**src/rtl/async_fifo_wptr_ctrl_if.sv**
```systemverilog
// async_fifo_wptr_ctrl_if: write-side client/RAM/synchroniser bundle for the FIFO write pointer controller
interface async_fifo_wptr_ctrl_if #(
    parameter int ADDR_WIDTH = 3
);
    logic                  winc;
    logic [ADDR_WIDTH:0]   wq2_rptr;
    logic                  wovf_clr;
    logic [ADDR_WIDTH:0]   wptr;
    logic [ADDR_WIDTH-1:0] waddr;
    logic                  wen;
    logic                  wfull;
    logic                  walmost_full;
    logic [ADDR_WIDTH:0]   wlevel;
    logic                  woverflow;

    modport master (
        output winc, wq2_rptr, wovf_clr,
        input  wptr, waddr, wen, wfull, walmost_full, wlevel, woverflow
    );

    modport slave (
        input  winc, wq2_rptr, wovf_clr,
        output wptr, waddr, wen, wfull, walmost_full, wlevel, woverflow
    );
endinterface

```
**src/rtl/async_fifo_wptr_ctrl.sv**
```systemverilog
// async_fifo_wptr_ctrl: write-domain pointer, Gray publish and full/almost-full/level/overflow flags
module async_fifo_wptr_ctrl #(
    parameter int ADDR_WIDTH   = 3,
    parameter int AFULL_MARGIN = 1
) (
    input logic                   wclk,
    input logic                   wrst_n,
    async_fifo_wptr_ctrl_if.slave bus
);
    localparam int A = ADDR_WIDTH;
    localparam int DEPTH = 1 << A;
    localparam logic [A:0] AF_TH = (A+1)'(DEPTH - AFULL_MARGIN);

    logic [A:0] wbin;
    logic [A:0] wbin_next;
    logic [A:0] wgray_next;
    logic [A:0] rbin;
    logic [A:0] level_next;
    logic [A:0] full_ptr;

    assign bus.waddr = wbin[A-1:0];

    // next pointer, Gray form, read-pointer decode and flag compare values
    always_comb begin
        rbin = '0;
        for (int i = 0; i <= A; i++) rbin[i] = ^(bus.wq2_rptr >> i);
        bus.wen    = bus.winc & ~bus.wfull;
        wbin_next  = wbin + {{A{1'b0}}, bus.wen};
        wgray_next = wbin_next ^ (wbin_next >> 1);
        level_next = wbin_next - rbin;
        full_ptr   = {~bus.wq2_rptr[A:A-1], bus.wq2_rptr[A-2:0]};
    end

    // pointer and flags share one next-state compare so they never disagree
    always_ff @(posedge wclk or negedge wrst_n) begin
        if (!wrst_n) begin
            wbin             <= '0;
            bus.wptr         <= '0;
            bus.wfull        <= 1'b0;
            bus.walmost_full <= 1'b0;
            bus.wlevel       <= '0;
            bus.woverflow    <= 1'b0;
        end else begin
            wbin             <= wbin_next;
            bus.wptr         <= wgray_next;
            bus.wfull        <= wgray_next == full_ptr;
            bus.walmost_full <= level_next >= AF_TH;
            bus.wlevel       <= level_next;
            bus.woverflow    <= (bus.winc & bus.wfull) | (bus.woverflow & ~bus.wovf_clr);
        end
    end
endmodule

```
**src/flat_wrapper.sv**
```systemverilog
// flat-port wrapper written by rule: the top's interface ports become plain ports
module async_fifo_wptr_ctrl_flat 
#(
    parameter int ADDR_WIDTH   = 3,
    parameter int AFULL_MARGIN = 1
)
  (wclk, wrst_n, bus_winc, bus_wq2_rptr, bus_wovf_clr, bus_wptr, bus_waddr, bus_wen, bus_wfull, bus_walmost_full, bus_wlevel, bus_woverflow);
  async_fifo_wptr_ctrl_if #(.ADDR_WIDTH(ADDR_WIDTH)) bus_i ();
  input logic wclk;
  input logic wrst_n;
  input wire logic [$bits(bus_i.winc)-1:0] bus_winc;
  input wire logic [$bits(bus_i.wq2_rptr)-1:0] bus_wq2_rptr;
  input wire logic [$bits(bus_i.wovf_clr)-1:0] bus_wovf_clr;
  output wire logic [$bits(bus_i.wptr)-1:0] bus_wptr;
  output wire logic [$bits(bus_i.waddr)-1:0] bus_waddr;
  output wire logic [$bits(bus_i.wen)-1:0] bus_wen;
  output wire logic [$bits(bus_i.wfull)-1:0] bus_wfull;
  output wire logic [$bits(bus_i.walmost_full)-1:0] bus_walmost_full;
  output wire logic [$bits(bus_i.wlevel)-1:0] bus_wlevel;
  output wire logic [$bits(bus_i.woverflow)-1:0] bus_woverflow;
  assign bus_i.winc = bus_winc;
  assign bus_i.wq2_rptr = bus_wq2_rptr;
  assign bus_i.wovf_clr = bus_wovf_clr;
  assign bus_wptr = bus_i.wptr;
  assign bus_waddr = bus_i.waddr;
  assign bus_wen = bus_i.wen;
  assign bus_wfull = bus_i.wfull;
  assign bus_walmost_full = bus_i.walmost_full;
  assign bus_wlevel = bus_i.wlevel;
  assign bus_woverflow = bus_i.woverflow;
  async_fifo_wptr_ctrl #(.ADDR_WIDTH(ADDR_WIDTH), .AFULL_MARGIN(AFULL_MARGIN)) u_core (.wclk(wclk), .wrst_n(wrst_n), .bus(bus_i));
endmodule
```
**config.mk**
```make
export PLATFORM = sky130hd
export DESIGN_NAME = async_fifo_wptr_ctrl_flat
export DESIGN_NICKNAME = d
export VERILOG_FILES = /design/src/rtl/async_fifo_wptr_ctrl_if.sv /design/src/rtl/async_fifo_wptr_ctrl.sv /design/src/flat_wrapper.sv
export SDC_FILE = /design/constraint.sdc
export NUM_CORES = 1
export LEC_CHECK = 0
export ABC_AREA = 1
export CAP_MARGIN = 20
export CORE_UTILIZATION = 30
export DETAILED_ROUTE_END_ITERATION = 10
export SETUP_SLACK_MARGIN = 0.5
export SLEW_MARGIN = 20
export SYNTH_ARGS = -nofsm -noshare
export SYNTH_HDL_FRONTEND = slang
export SYNTH_SLANG_ARGS = --single-unit
```
**constraint.sdc**
```tcl
create_clock -name wclk -period 2.47 [get_ports wclk]
set_input_delay 0.247 -clock wclk [delete_from_list [all_inputs] [get_ports wclk]]
set_output_delay 0.247 -clock wclk [all_outputs]
set_load 0.03 [all_outputs]
```
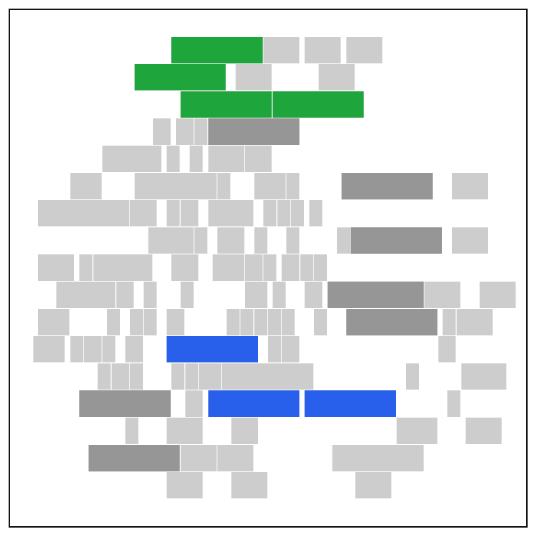
(run_1/registers.png)
Drawn at 10 px/um. Other sequential cells in the stronger gray, the rest of the logic in the fainter gray.
Key: blue = u_core.wbin [flops 3]; green = u_core.bus.wlevel [flops 4, where north]
share of cell area taken by flip-flops and latches: 32.26%
utilization after layout: 47.88%
sequential cell area: 351.6 um^2

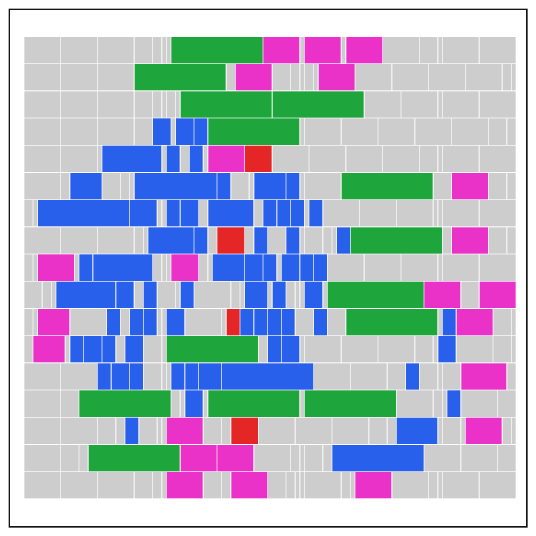
(run_1/cell_classes.png)
Drawn at 10 px/um. Fill, decap, tap and diode cells in gray.
Key: blue = all other logic [cells 70, share of their area 43%]; red = clock drivers and dummy loads [cells 4, share of their area 2.5%]; magenta = other buffers and delay cells [cells 23, share of their area 22%]; green = flip-flops [cells 14, share of their area 33%]
post-route standard cell area excluding fillers: 1090 um^2
standard cell core area: 2276 um^2

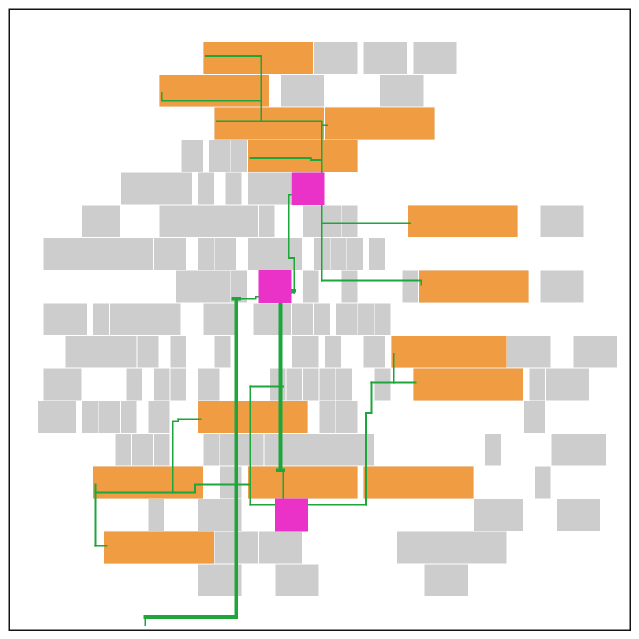
(run_1/clock_map.png)
Drawn at 12 px/um.
Key: orange = flip-flops [count 14]; magenta = cells driving clock nets [count 3]; green = clock wires [length 200 um]
There are 4 routed clock nets.
Latency at later pin: 0.28 ns

-- run 1: state kept, by name (all words and copies together) (netlist names) --
signal and count:
u_core.bus.walmost_full 1, u_core.bus.wfull 1, u_core.bus.wlevel 4, u_core.bus.woverflow 1, u_core.bus.wptr 4, u_core.wbin 3
-- run 1: Yosys cell counts --
library cell                n
sky130_fd_sc_hd__inv_1     17
sky130_fd_sc_hd__xor2_2     2
sky130_fd_sc_hd__dfrtp_1   14
sky130_fd_sc_hd__a21oi_1    1
sky130_fd_sc_hd__nand4_1    1
sky130_fd_sc_hd__xor2_1     1
sky130_fd_sc_hd__o21ai_0    1
sky130_fd_sc_hd__nand2_1   23
sky130_fd_sc_hd__fa_1       1
sky130_fd_sc_hd__ha_1       5
sky130_fd_sc_hd__nor2_1     2
sky130_fd_sc_hd__o21bai_1   1
sky130_fd_sc_hd__xnor2_1    2
sky130_fd_sc_hd__nand3_1   13
-- run 1: worst min path at each step --
stage                                              to  slack, ns
global placement       u_core.bus.woverflow$_DFF_PN0_       0.52
global route           u_core.bus.woverflow$_DFF_PN0_       0.28
CTS                      u_core.bus.wptr[2]$_DFF_PN0_       0.36
detailed placement     u_core.bus.woverflow$_DFF_PN0_       0.53
floorplan           u_core.bus.walmost_full$_DFF_PN0_      -0.05
finish                 u_core.bus.woverflow$_DFF_PN0_       0.25
-- run 1: worst max-delay path, cell delays in order (launching register included) --
cell and delay [ns]:
sky130_fd_sc_hd__dfrtp_2 0.41, sky130_fd_sc_hd__nor2_4 0.05, sky130_fd_sc_hd__ha_4 0.17, sky130_fd_sc_hd__ha_4 0.29
sky130_fd_sc_hd__inv_1 0.08, sky130_fd_sc_hd__fa_2 0.56, sky130_fd_sc_hd__inv_1 0.05, sky130_fd_sc_hd__nand3_1 0.07
sky130_fd_sc_hd__nand3_1 0.07
==> flow_metrics.tcl, run 1 <==
# implementation run metrics
set metrics [dict create \
    outcome "finished clean" \
    grt_use_met1_pct 14.15 \
    clkSlewWorstSetupHoldPaths_ns 0.09 \
    simple_gate_area_share_pct 22.37 \
    nonClockInverterCount 17 \
    first_pass_drt_iterations 2 \
    worstPathMaxFanout 5 \
    grt_pass1_wl_um 2352 \
    r2r_cells 8 \
    die_w_um 51.61 \
    synth.yosys.num_cells 84 \
    fin_hold_ws_ns 0.2532 \
    critical_path.reg2reg.startpoint "u_core.bus.wfull$_DFF_PN0_" \
    place.gp.congestion 0.8581 \
    library_cell_with_the_largest_summed_area_after_synthesis "sky130_fd_sc_hd__dfrtp_1" \
    buffer_area_share_pct 20.90 \
    via_per_inst 4.360 \
    finalCritPeriodShare_pct 75.63 \
    grt_setup_unrepaired "no" \
    setup_total_negative_slack_ns 0 \
    layout.area.comb_um2 385.4 \
    via_count 606 \
    synthTopCellsByArea "sky130_fd_sc_hd__dfrtp_1 (47%), sky130_fd_sc_hd__nand2_1 (12%), sky130_fd_sc_hd__nand3_1 (8.8%), sky130_fd_sc_hd__inv_1 (8.6%), sky130_fd_sc_hd__ha_1 (8.5%)" \
    synth_area_um2 738.2 \
    tool_warnings 26 \
    topCombFamilyByArea "simple AND/OR/NAND/NOR gates" \
    die.size.y_um 51.61 \
    final-setup-viol-count 0 \
    cts_tree "yes" \
    critPathArrivalTime_ns 2.03 \
    tap_cells 28 \
    global_route.usage.met3_pct 1.754 \
    post_layout_nets 126 \
    first_global_vias 588 \
    most-common-layout-cells "sky130_fd_sc_hd__nand2_1 (22), sky130_fd_sc_hd__clkdlybuf4s50_1 (19), sky130_fd_sc_hd__inv_1 (16)" \
    cts_buffer_depth 2 \
    most_common_cell_after_layout_fill_and_taps_aside "sky130_fd_sc_hd__nand2_1" \
    dpl.hpwl_um 1169 \
    post_cts_resized 4 \
    maxSlewHeadroom_pct 60.14 \
    met2_usage_pct 20.35 \
    comb_share_pct 35.36 \
    area_overhead_vs_synth_pct 47.63 \
    fp-utilization_pct 32.44 \
    xors_xnors_by_area_pct 7.966 \
    worstHoldPathType "input port to flip-flop" \
    synthesis.area_per_instance_um2 8.788 \
    dr_wl_met3_um 39 \
    synth_sequential_area_ratio_pct 47.46 \
    worst_setup_path_startpoint "u_core.bus.wfull$_DFF_PN0_" \
    cp_endpoint "u_core.bus.walmost_full$_DFF_PN0_" \
    maxUsedRoutingLayer "met4" \
    clock_sink_count 14 \
    globalRoute.busiestLayer "met2" \
    detailedRoute.firstIterationViolations 5 \
    floorplan.nets 98 \
    max-cap-violations 0 \
    whs_path_depth 3 \
    fmax_ghz 0.5353 \
    antenna-diode-count 0 \
]
==> run_1/final_congestion.png <==
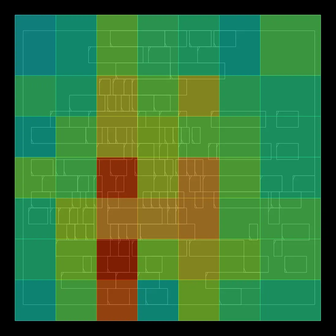

--- run 2 (diff from run 1) ---
clock period = 1.71 ns   (was 2.47 ns; I/O delays follow)
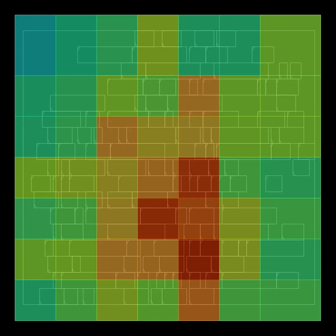
(run_2/final_congestion.png)
Global Route met3 Usage: 1.170%
average detailed-routed wire length per instance: 12.79 um

==> run 2 against run 1 <==
The run now ends with negative setup slack left. Flip-flop count is the same. Design area rose by 34%. Critical path depth rose by 2. Wire length up 52%. Final cell count is 17% higher. Utilization grew 16 points. Count of clock-buffer cells in the layout unchanged.
==> flow_metrics.tcl, run 2 <==
# implementation run metrics
set metrics [dict create \
    outcome "finished, violations left" \
    failing_checks "negative setup slack" \
    met2_usage_pct 30.09 \
    max_stage_delay_ns 0.43 \
    whs_path_depth 3 \
    worst_skew_pair.late_latency_ns 0.28 \
    first_global_vias 729 \
    cts_htree_levels 1 \
    grt_pass1_wl_um 3429 \
    transition_time_at_the_pin_with_the_least_slew_margin_ns 0.5997 \
    utilization_after_layout_pct 64.21 \
    cp_common_cell "sky130_fd_sc_hd__ha_4" \
    nonClockInverterCount 17 \
    worstPathRequired_ns 1.88 \
    antenna-diode-count 0 \
    place_area_um2 1206 \
    via_per_inst 4.497 \
    grt_use_met1_pct 22.79 \
    via_count 733 \
    synthTopCellsByArea "sky130_fd_sc_hd__dfrtp_1 (47%), sky130_fd_sc_hd__nand2_1 (12%), sky130_fd_sc_hd__nand3_1 (8.8%), sky130_fd_sc_hd__inv_1 (8.6%), sky130_fd_sc_hd__ha_1 (8.5%)" \
    reg2reg_to "u_core.bus.walmost_full$_DFF_PN0_" \
    layout-drive-gt1-share_pct 60.00 \
    maxUsedRoutingLayer "met4" \
    most_common_cell_after_layout_fill_and_taps_aside "sky130_fd_sc_hd__buf_4" \
    die.size.y_um 51.61 \
    library_cell_with_the_largest_summed_area_after_synthesis "sky130_fd_sc_hd__dfrtp_1" \
    final_area_um2 1461 \
    critical_path.reg2reg.startpoint "u_core.bus.wfull$_DFF_PN0_" \
    floorplan.nets 98 \
    max-cap-violations 0 \
    fin_hold_ws_ns 0.1814 \
    worstPathCellList "nor2_4, ha_4, ha_4, ha_4, inv_4, o21bai_4, a21oi_4, inv_2, nand2_2, nand3_2" \
    timing.critical_path.slowest_stage_cell "sky130_fd_sc_hd__dfrtp_2" \
    place.gp.congestion 0.7726 \
    cts_buffers 3 \
    ff_latch_area_um2 355.3 \
    most_frequently_used_cell_type_in_the_post_synthesis_netlist "sky130_fd_sc_hd__nand2_1" \
    first_pass_drt_iterations 3 \
    synth_sequential_area_ratio_pct 47.46 \
    comb_share_pct 38.27 \
    worstPathMaxFanout 3 \
    synth-edff-count 0 \
    drcViolationCount 0 \
    critPathArrivalTime_ns 1.93 \
    synth_area_um2 738.2 \
    buffer_area_share_pct 27.48 \
    cts_tree "yes" \
    dp_worst_setup_slack_ns -0.5597 \
    synth.yosys.num_cells 84 \
    final-setup-viol-count 3 \
    synthesis.area_per_instance_um2 8.788 \
    synth_cells 84 \
    clkSlewWorstSetupHoldPaths_ns 0.08 \
    die_w_um 51.61 \
    dominant-cell-class "multi-input combinational cells" \
    cts_buffer_depth 2 \
    post_layout_nets 150 \
    r2r_cells 10 \
    share_of_cell_area_taken_by_flip_flops_and_latches_pct 24.32 \
    most-common-layout-cells "sky130_fd_sc_hd__buf_4 (19), sky130_fd_sc_hd__nand2_1 (12), sky130_fd_sc_hd__dfrtp_1 (10)" \
    postLayoutSetupSlackWorst_ns -0.04337 \
    dpl.hpwl_um 1423 \
    grt_setup_unrepaired "yes" \
    critical_path_buf_inv_count 2 \
    synth.top_cells.by_count "sky130_fd_sc_hd__nand2_1 (23), sky130_fd_sc_hd__inv_1 (17), sky130_fd_sc_hd__dfrtp_1 (14)" \
    min_from "bus_winc" \
    fmax_ghz 0.5703 \
    dr_wl_met3_um 49 \
    async_reset_ff_share_pct 100.0 \
    maxSlewHeadroom_pct 59.89 \
    yosys_area_um2 738.2 \
    worst_hold_path.endpoint "u_core.bus.woverflow$_DFF_PN0_" \
    finalCritPeriodShare_pct 102.5 \
    clock_sink_count 14 \
    ys.flop_type "sky130_fd_sc_hd__dfrtp_1" \
    tool_warnings 29 \
    tap_cells 28 \
    detailedRoute.firstIterationViolations 6 \
    area_overhead_vs_synth_pct 97.97 \
    core_area_um2 2276 \
    largest_registers "u_core.bus.wlevel x4, u_core.bus.wptr x4, u_core.wbin x3" \
    setup_total_negative_slack_ns -0.07978 \
    cpLargestDelayFamily "adder cells" \
    fp-utilization_pct 32.44 \
    worstHoldPathType "input port to flip-flop" \
    globalRoute.busiestLayer "met2" \
    layout.area.comb_um2 559.3 \
]
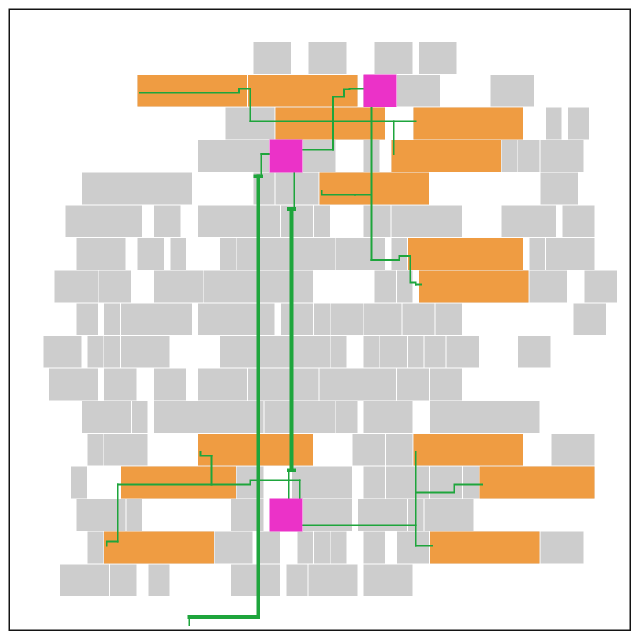
(run_2/clock_map.png)
Drawn at 12 px/um.
Key: magenta = cells driving clock nets [count 3]; orange = flip-flops [count 14]; green = clock wires [length 195 um]
There are 4 routed clock nets.
final setup skew: 0.004063 ns

-- run 2: cells by family after synthesis --
| kind of cell | count (synthesis) | synth area share (%) |
|---|---|---|
| flip-flops | 14 | 47.46 |
| AND-OR/OR-AND | 3 | 2.372 |
| buffers and inverters | 17 | 8.644 |
| XOR/XNOR | 5 | 7.967 |
| adder cells (fa/ha/maj) | 6 | 11.19 |
| AND/OR/NAND/NOR | 39 | 22.37 |
-- run 2: how the worst max path moves through the flow --
| stage | start | end | slack, ns | depth (start not counted) |
|---|---|---|---|---|
| 2_1_floorplan | u_core.bus.wfull$_DFF_PN0_ | u_core.bus.walmost_full$_DFF_PN0_ | -0.20 | 10 |
| 3_3_place_gp | bus_wq2_rptr[3] | u_core.bus.walmost_full$_DFF_PN0_ | -0.56 | 9 |
| 3_5_place_dp | bus_wq2_rptr[3] | u_core.bus.walmost_full$_DFF_PN0_ | -0.56 | 9 |
| 4_1_cts | u_core.bus.wfull$_DFF_PN0_ | u_core.bus.walmost_full$_DFF_PN0_ | -0.1 | 9 |
| 5_1_grt | u_core.bus.wfull$_DFF_PN0_ | u_core.bus.wfull$_DFF_PN0_ | -0.12 | 10 |
| 6_report | u_core.bus.wfull$_DFF_PN0_ | u_core.bus.walmost_full$_DFF_PN0_ | -0.04 | 10 |
-- run 2: repair_timing --
item,CTS,global route
setup endpoints to repair,26,18
setup buffers,6,2
hold endpoints to repair,0,0
cloned,0,0
gates resized,64,30
pin swaps,21,15
